Design lif_layer, sky130hd; sources not shown.
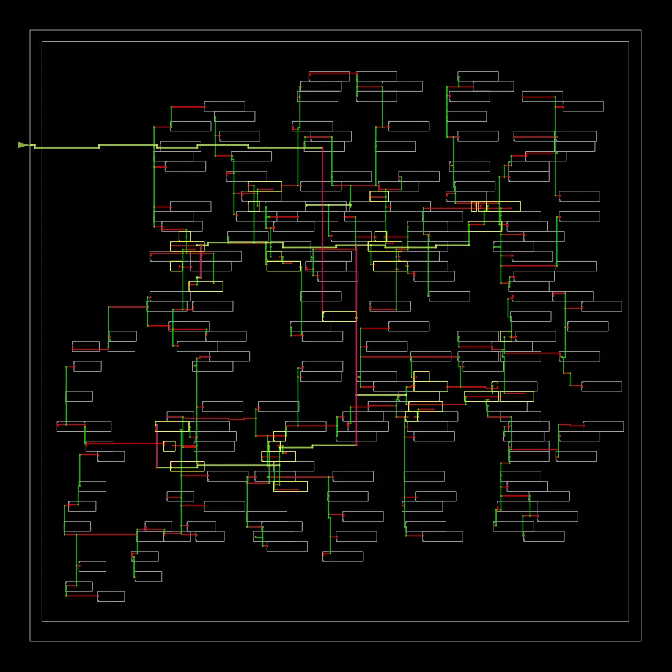
(run_1/clock_nets.png)
CTS sink cnt: 184
Seq cells: 184
clk_skew: 0.0126 ns
clock buffers: 19

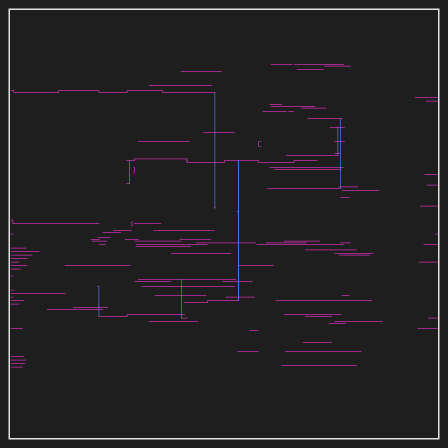
(run_1/layers.png)
Only two layers are drawn.
- blue: M4 (wire length 173 um)
- magenta: M3 (wire length 1430 um)
Avg WL per Cell: 22.5 um
routed wire length: 23300 um
Global Route Usage Sum: 17.1%

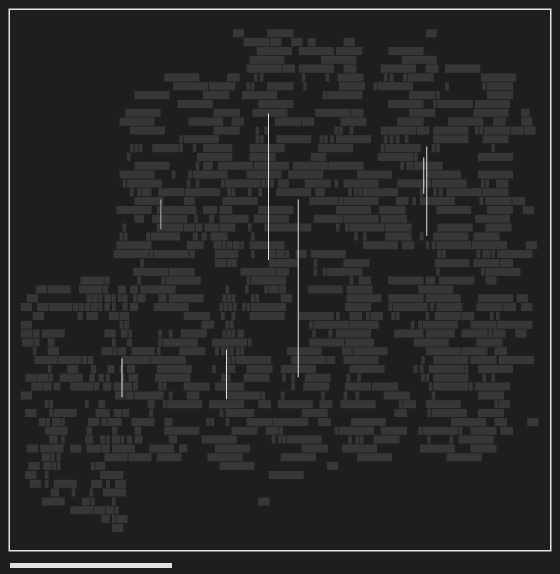
(run_1/m4.png)
Bar = 50 um.
- nets with wire on the layer: 5
- main direction: vertical
via count: 5636

==> reports/qor.csv, run 1 <==
metric,value,unit
yosys synthesis chip area,0.00899,mm^2
Synth logic family,multiplexers,
XORs/XNORs by Area,0,%
NonClk Buf Share,4.94,%
Core ar.,0.0252,mm^2
Worst Slack Setup Final,2.62,ns
Finished Layout Cells,1035,
n_taps,330,
# setup viols final,0,
register share after synthesis,58.8,%
Slowest cell on crit path,clkdlybuf4s50_1,
fin crit share,68.5,%
Hold Buf Count CTS,0,
leakage power,3.37,nW
Crit Path Category,in2out,
Final Total Pwr,2.08,mW
dpl cell area,0.00972,mm^2
aoi share,2.81,%
most frequent cells in the layout,"nor2_1, edfxtp_1, mux4_2",
combinational gate power,0.244,mW
Peak supply drop,0.126,mV
Clock-cell share,5.39,%
sequential cell area share,51.5,%
Max Used Layer,met5,
syn_nets,680,
DRC violations left,0,
main area contributors,"edfxtp_1, mux4_2, nor2_1",
Non-clock buffers,55,
Slew headroom,33.5,%
Reg power frac,51.0,%
gr busiest metal,met2,
Post-CTS Setup Bufs,0,
Rows,58,
antenna diode count,0,
# IOs,41,
Post-Synthesis Cells,661,
post-synthesis cell area,0.00899,mm^2
grt total ovfl,0,
fmax,0.176,GHz
first-pass GRT wire length,35700,um
outcome,"finished, final reports clean",
Synth Area in Adders,0.557,%
setup TNS,0,ns
detailed placer's ending HPWL,13600,um
Least-Margin Pin Slew,0.993,ns
Mux cell area share,22.5,%
tool warning count,27,
"Hold Vio Cnt, Final",0,
Top Consumer,registers,
DP Worst Slack,2.57,ns
Largest register FFs,128,
top cells by count,"nor2_1, edfxtp_1, mux4_2",
Post-synth regs,184,
M1 WL,10100,um
Synth-to-Final Area Change,14.3,%
Die Area,0.0277,mm^2
Power Clock,0.773,mW
CP arrival,4.02,ns
largest net degree at the start of global routing,40,
Switch Pwr,0.528,mW
Max Fanout on Critical Path,17,
Critical Path RT,6.64,ns
grt met2 use,29.0,%
Root Buffer,clkbuf_16,
met3 Use GR,3.67,%
grt met1 use,23.2,%
Register-to-Register Path Depth,9,
"Slew Viols, Final",0,
port buffer count,40,
Post-layout nets,711,
Num CTS Buffers,17,
Top class by area,flip-flops and latches,
Placed Cells incl. Taps,1003,
simple share,12.9,%
register area,0.00529,mm^2
"setup slack, reg-to-reg",4.75,ns
pwr/cell area,202,mW/mm^2
vias in the first global route,6031,
==> run 2, diff against run 1 <==
==> constraint.sdc (replaced) <==
create_clock -name clk -period 5.25 [get_ports clk]
set_input_delay 1.05 -clock clk [delete_from_list [all_inputs] [get_ports clk]]
set_output_delay 1.05 -clock clk [all_outputs]
set_load 0.02 [all_outputs]
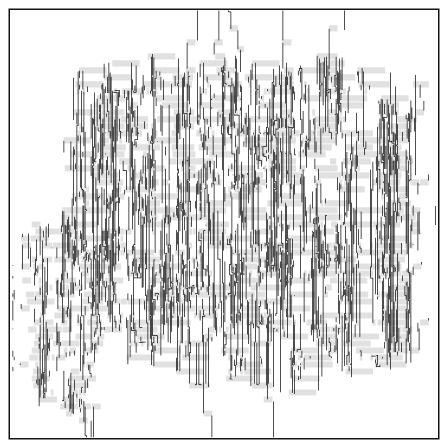
(run_2/m2.png)
- longest straight run: 68.0 um
- main direction: vertical
via count: 5725
routed wire length: 23800 um
grt met2 use: 29.2%

==> run 2 against run 1 <==
Compared with the run above: hold slack lost 0.0016 ns; clock power is about 60% higher; combinational power rose by 59%; via count up 1.6%; highest routed layer unchanged; wire length rose by 2.1%; largest power group unchanged; count of clock-buffer cells in the layout down 2; final cell count is 0.19% higher.
==> reports/qor.csv, run 2 <==
metric,value,unit,change
Die Height,166,um,
register area,0.00529,mm^2,unchanged
CP arrival,3.25,ns,-0.77 ns
fin crit share,81.8,%,
# Cells Yosys,661,,
Worst path depth,5,,
Root Buffer,clkbuf_16,,
n_taps,330,,unchanged
Global Route Usage Sum,17.5,%,+0.34 points
CTS sink cnt,184,,unchanged
Placed Cells incl. Taps,1005,,+0.20%
Comb power frac,11.7,%,
clock tree buffer depth,2,,
clk_skew,0.0140,ns,+0.00139 ns
DRT iter0 DRCs,576,,
simple share,12.9,%,unchanged
outcome,"finished, final reports clean",,
fmax,0.233,GHz,
Max Used Layer,met5,,
DRC violations left,0,,unchanged
clock buffers,17,,-2
Top Consumer,registers,,
Slew headroom,36.8,%,+3.3 points
sw frac,26.2,%,
"Hold Vio Cnt, Final",0,,unchanged
antenna diode count,0,,unchanged
Die Area,0.0277,mm^2,unchanged
leakage power,3.37,nW,-0.10%
Routed Antenna Nets,0,,
worst path bufs/invs,3,,
multi-input logic area,0.00350,mm^2,
max cap viols,0,,
RSZ-0062 raised after global routing,no,,
Crit Path Category,in2out,,
Synth logic family,multiplexers,,
Post-Synthesis Cells,661,,unchanged
yosys synthesis chip area,0.00899,mm^2,unchanged
synth unique cells,41,,
die width,166,um,
Yosys warning count,0,,
Final Wtd Congestion,0.804,,
CP peak stage delay,0.54,ns,
Core ar.,0.0252,mm^2,unchanged
Critical Path RT,4.20,ns,-2.44 ns
Init Core Util,35.7,%,
Synth-to-Final Area Change,14.4,%,
Non-clock buffers,57,,+3.6%
Rows,58,,unchanged
P_int,2.44,mW,
dpl cell area,0.00974,mm^2,+0.15%
critical path launch point type,input pin,,
met3 Use GR,3.24,%,-0.43 points
# IOs,41,,unchanged
Top class by area,flip-flops and latches,,
asr flop ratio synth,0,%,
vias in the first global route,6028,,-0.050%
tool warning count,27,,unchanged
largest net degree at the start of global routing,33,,-18%
met2 WL,11800,um,
most frequent cells in the layout,"nor2_1, edfxtp_1, mux4_2",,
aoi share,2.81,%,unchanged
Seq cells,184,,unchanged
Switch Pwr,0.866,mW,+64%
H-tree depth,4,,
"Slew Viols, Final",0,,unchanged
Reg power frac,50.9,%,about the same
Hold Buf Count CTS,0,,unchanged
worst path cell trace,buf_2 -> buf_4 -> mux4_2 -> mux2_2 -> clkdlybuf4s50_1,,
detailed placer's ending HPWL,14300,um,+5.8%
Num CTS Buffers,17,,unchanged
first-pass GRT wire length,36200,um,+1.5%
Largest register FFs,128,,unchanged
register share after synthesis,58.8,%,unchanged
"Top FF cell, synth",edfxtp_1,,
Clock-cell share,5.39,%,-0.0079 points
Finished Layout Cells,1037,,+0.19%
Post-CTS Setup Bufs,0,,unchanged
pwr/cell area,321,mW/mm^2,+59%
syn_nets,680,,unchanged
Slowest cell on crit path,mux4_2,,
Clock power frac,37.4,%,
DP Worst Slack,0.920,ns,-1.65 ns
Worst-path clk slew,0.07,ns,
share of cells above drive strength 1,22.9,%,
CP Capture Type,primary output,,
grt total ovfl,0,,unchanged
hold slack,0.470,ns,
top cells by count,"nor2_1, edfxtp_1, mux4_2",,
Max Fanout on Critical Path,13,,-4
sequential cell area share,51.4,%,-0.075 points
biggest area consumer among synthesized cells,edfxtp_1,,
Post-synth regs,184,,unchanged
Fill cells,2351,,
cell with the most instances after synthesis,nor2_1,,
grt met1 use,23.6,%,+0.41 points
Avg WL per Cell,22.9,um,+1.9%
Power Clock,1.24,mW,+60%
Final Total Pwr,3.30,mW,+59%
port buffer count,40,,unchanged
minimum clock period,4.30,ns,
Worst Slack Setup Final,0.954,ns,-1.66 ns
comb_multi_in,432,,
Mux cell area share,22.5,%,unchanged
initial antenna violation count,1,,
gr busiest metal,met2,,
Synth Area in Adders,0.557,%,unchanged
main area contributors,"edfxtp_1, mux4_2, nor2_1",,
Least-Margin Pin Slew,0.945,ns,-0.0487 ns
via/cell ratio,5.52,,
# setup viols final,0,,unchanged
Post-layout nets,713,,+0.28%
post-synthesis area per instance,13.6,um^2,
P_seq,1.68,mW,
number of enable flip-flop cells,160,,
drt pass-1 iters,5,,
M1 WL,10000,um,-0.38%
Final Instance Area,0.0103,mm^2,
combinational gate power,0.387,mW,+59%
"setup slack, reg-to-reg",1.79,ns,-2.96 ns
Commonest Layout Cell,nor2_1,,
Register-to-Register Path Depth,7,,-2
XORs/XNORs by Area,0,%,unchanged
post-synthesis cell area,0.00899,mm^2,unchanged
WHS Path Cells,2,,
NonClk Buf Share,5.08,%,+0.14 points
Peak supply drop,0.218,mV,+73%
setup TNS,0,ns,unchanged
fin util,40.9,%,
Power is estimated from default activity; no workload was simulated.
